Fig. 1: gate-type map
(4 px per µm)
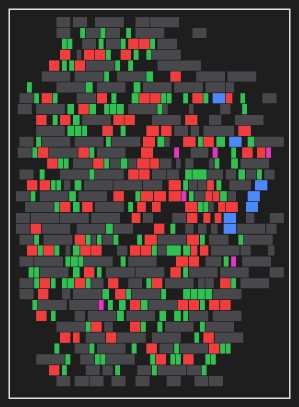
Fig. 2: congestion heat map
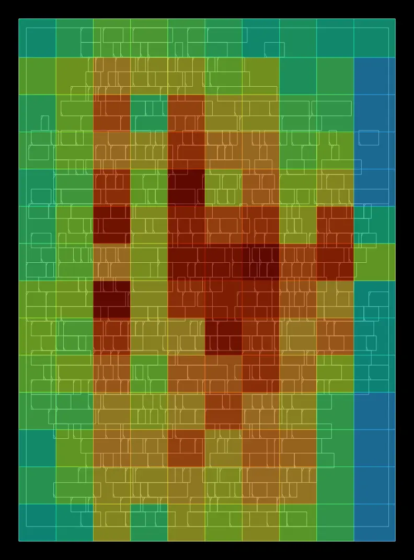
Fig. 3: zoomed window
Region (15, 48) to (55, 88) µm. Cells in gray, sequential cells in the stronger gray; small squares are vias.
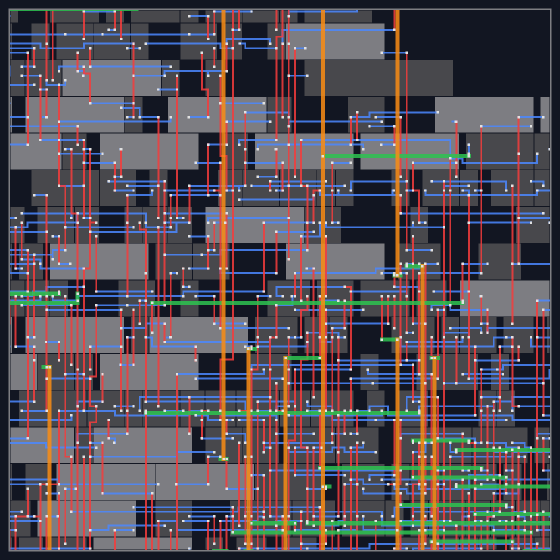
--- src/rtl/audio_i2s_tx.sv ---
// Stereo I2S / left-justified DAC transmitter with a one-pair holding buffer.
// All serial outputs change on the master-clock cycle of a BCLK fall event.
module audio_i2s_tx #(
    parameter int SAMPLE_W        = 16,
    parameter int SLOT_W          = 32,
    parameter int BCLK_DIV        = 2,
    parameter int FORMAT          = 0,
    parameter int UNDERRUN_REPEAT = 0
) (
    input  logic                clk,
    input  logic                reset,
    input  logic [SAMPLE_W-1:0] in_left,
    input  logic [SAMPLE_W-1:0] in_right,
    input  logic                in_valid,
    output logic                in_ready,
    output logic                AUD_BCLK,
    output logic                AUD_DACLRCK,
    output logic                AUD_DACDAT,
    output logic                frame_start,
    output logic                underrun
);
    localparam int FRAME = 2 * SLOT_W;
    localparam int PW    = $clog2(FRAME);
    localparam int DW    = (BCLK_DIV > 1) ? $clog2(BCLK_DIV) : 1;

    logic [DW-1:0]       div_q;
    logic                bclk_q;
    logic [PW-1:0]       p_q;
    logic                hold_full_q;
    logic [SAMPLE_W-1:0] hold_l_q, hold_r_q;
    logic [SAMPLE_W-1:0] frm_l_q, frm_r_q;
    logic                lrck_q, dat_q, fs_q, ur_q;

    logic                tick, fall, load, accept, right;
    logic [PW-1:0]       p_d, k;
    logic [SAMPLE_W-1:0] frm_l_d, frm_r_d, sample, sh;
    logic                dat_d, lrck_d;

    always_comb begin
        tick    = (div_q == DW'(BCLK_DIV - 1));
        fall    = tick && bclk_q;
        load    = fall && (p_q == PW'(FRAME - 1));
        accept  = in_valid && !hold_full_q;
        p_d     = load ? '0 : p_q + 1'b1;
        frm_l_d = frm_l_q;
        frm_r_d = frm_r_q;
        if (load) begin
            if (hold_full_q) begin
                frm_l_d = hold_l_q;
                frm_r_d = hold_r_q;
            end else if (UNDERRUN_REPEAT == 0) begin
                frm_l_d = '0;
                frm_r_d = '0;
            end
        end
        // Serial bit for the position we are about to enter, taken from the
        // frame as it will be after this clk (so a load shows the new left MSB).
        right  = (p_d >= PW'(SLOT_W));
        k      = right ? p_d - PW'(SLOT_W) : p_d;
        sample = right ? frm_r_d : frm_l_d;
        sh     = sample << k;
        dat_d  = (k < PW'(SAMPLE_W)) && sh[SAMPLE_W-1];
        if (FORMAT != 0) lrck_d = right;
        else             lrck_d = (p_d >= PW'(SLOT_W - 1)) && (p_d != PW'(FRAME - 1));
    end

    always_ff @(posedge clk) begin
        if (!reset) begin
            div_q       <= '0;
            bclk_q      <= 1'b0;
            p_q         <= PW'(FRAME - 1);
            hold_full_q <= 1'b0;
            hold_l_q    <= '0;
            hold_r_q    <= '0;
            frm_l_q     <= '0;
            frm_r_q     <= '0;
            lrck_q      <= (FORMAT != 0);
            dat_q       <= 1'b0;
            fs_q        <= 1'b0;
            ur_q        <= 1'b0;
        end else begin
            div_q <= tick ? '0 : div_q + 1'b1;
            if (tick) bclk_q <= ~bclk_q;
            fs_q <= load;
            ur_q <= load && !hold_full_q;
            if (fall) begin
                p_q    <= p_d;
                lrck_q <= lrck_d;
                dat_q  <= dat_d;
            end
            if (load) begin
                frm_l_q <= frm_l_d;
                frm_r_q <= frm_r_d;
            end
            // No bypass: a pair accepted on a load clk waits for the next frame.
            if (load && hold_full_q) begin
                hold_full_q <= 1'b0;
            end else if (accept) begin
                hold_full_q <= 1'b1;
                hold_l_q    <= in_left;
                hold_r_q    <= in_right;
            end
        end
    end

    assign in_ready    = !hold_full_q;
    assign AUD_BCLK    = bclk_q;
    assign AUD_DACLRCK = lrck_q;
    assign AUD_DACDAT  = dat_q;
    assign frame_start = fs_q;
    assign underrun    = ur_q;
endmodule

--- config.mk ---
export PLATFORM = sky130hd
export DESIGN_NAME = audio_i2s_tx
export DESIGN_NICKNAME = d
export VERILOG_FILES = /design/src/rtl/audio_i2s_tx.sv
export SDC_FILE = /design/constraint.sdc
export NUM_CORES = 1
export LEC_CHECK = 0
export CAP_MARGIN = 25
export CORE_ASPECT_RATIO = 1.4
export CORE_UTILIZATION = 53
export DETAILED_ROUTE_END_ITERATION = 7
export GPL_ROUTABILITY_DRIVEN = 0
export PLACE_DENSITY = 0.86
export SLEW_MARGIN = 40
export SYNTH_ARGS = -nofsm -noshare
export SYNTH_HDL_FRONTEND = slang
export SYNTH_SLANG_ARGS = --single-unit
--- constraint.sdc ---
create_clock -name clk -period 2.6 [get_ports clk]
set_input_delay 0.52 -clock clk [delete_from_list [all_inputs] [get_ports clk]]
set_output_delay 0.52 -clock clk [all_outputs]
set_load 0.01 [all_outputs]
==> ci_impl_report.md <==
## PnR job results

| Metric | Value |
|---|---|
| Status | `finished clean` |
| Pin count of the biggest net entering global routing | `78` |
| Routed Wire Length | `7460 µm` |
| Rows | `34` |
| HP Start | `hold_r_q[2]` |
| Synthesized Nets | `448` |
| Initial antenna violation count | `0` |
| Post-CTS resize count | `0` |
| CP top delay family | `simple AND/OR/NAND/NOR gates` |
| Worst Hold Endpoint | `hold_r_q[2]` |
| CP endpoint kind | `register` |
| Clk slew on worst S/H paths | `70 ps` |
| Synth top area cells | `dfxtp_1 (45%), a21boi_0 (14%), nand2_1 (12%)` |
| Setup ws final | `252 ps` |
| Latency at later pin | `360 ps` |
| Gate Count Post-Synth | `411` |
| Detailed Route Iter0 Violations | `263` |
| Hold Path Class | `reg2reg` |
| Synth Seq Share | `0.452` |
| I/O pins | `41` |
| Power Density | `631 nW/µm²` |
| Tapcells | `72` |
| Clk network pwr share | `0.343` |
| Vias in the first global route | `2810` |
| Worst-margin pin slew | `601 ps` |
| Area leader share | `0.452` |
| Max cap viols | `0` |
| Worst path buffer plus inverter count | `0` |
| Sequential cell area share | `0.387` |
| Core outline area | `6210 µm²` |
| WHS | `468 ps` |
| DR pass1 iterations | `4` |
| Critical Path AT | `2650 ps` |
| Final nets | `473` |
| Non-CTS inverters | `6` |
| RSZ-0062 raised after global routing | `false` |
| Largest logic family | `AND-OR/OR-AND gates` |
| Comb group | `391 µW` |
| Setup TNS | `0 ps` |
| Reg2reg end | `AUD_DACDAT` |
| Yosys stat area | `3410 µm²` |
| Worst Setup Start Kind | `register` |
| Crit. path cell count | `8` |
| Minimum clock period | `2350 ps` |
| Internal cell power | `1840 µW` |
| Worst EP required | `2900 ps` |
| Cell area after synthesis | `3410 µm²` |
| WHS Path Cells | `2` |
| Reg power frac | `0.502` |
| Pwr top | `registers` |
| Htree depth | `3` |
| Unique cell types | `46` |
| P_seq | `1260 µW` |
| Top cells excl fill/tap | `nand2_1 (110), dfxtp_1 (76), a21boi_0 (64), clkdlybuf4s50_1 (39), nand3_1 (37)` |
| Overall Global Routing Usage | `0.237` |
| Static Leak | `0.00148 µW` |
| CTS tree | `yes` |
| Mux cell area share | `0` |
| Largest cell class | `combinational gates` |
| Finished Core Util | `0.642` |
Notes on Fig. 1 above:
[blue] xor and xnor cells | cells: 7 | where: right middle
[green] nand cells | cells: 150
[magenta] inv cells | cells: 6
[red] aoi and oai cells | cells: 101
Comb area share: 0.425
Non-Filler Instances: 513
most frequent logic cell in the layout: nand2_1

Notes on Fig. 2 above:
gr busiest metal: met2
WL per Instance: 14.5 µm
met1 Usage GRT: 0.275

Notes on Fig. 3 above:
[red] metal 2
[orange] metal 4
[blue] metal 1
[green] metal 3
netlist names of flops here include: frm_r_q (11), hold_r_q (4), frm_l_q (3)
sequential cells in the window: 21
most frequent: nand2_1 (26), dfxtp_1 (20), nand3_1 (17)
cells with their middle in the window: 132

[Yosys cell counts (2+ instances only)]
master	count
inv_1	6
dfxtp_1	77
and3_1	5
nand3_1	37
o22ai_1	4
ha_1	2
buf_6	2
a21boi_0	64
o21ai_0	3
buf_4	2
nand3_2	2
buf_2	5
and2_1	7
o221ai_1	8
clkbuf_1	23
a31oi_1	2
nand2_1	110
xnor2_1	4
buf_1	2
o2111ai_1	2
nor2_1	6
o2bb2ai_1	2
o211ai_1	5
nor2b_1	2
a21oi_1	5
xor2_1	3
a21o_1	2
[metal layers]
layer	wire [µm]	global-route usage	vias up
li1	-	-	1475
met1	3080	0.275	1378
met2	3700	0.399	90
met3	395	0.0531	23
met4	276	0.129	0
met5	0	0	-
Power figures rest on the tool's default switching activity, not on a simulated workload.
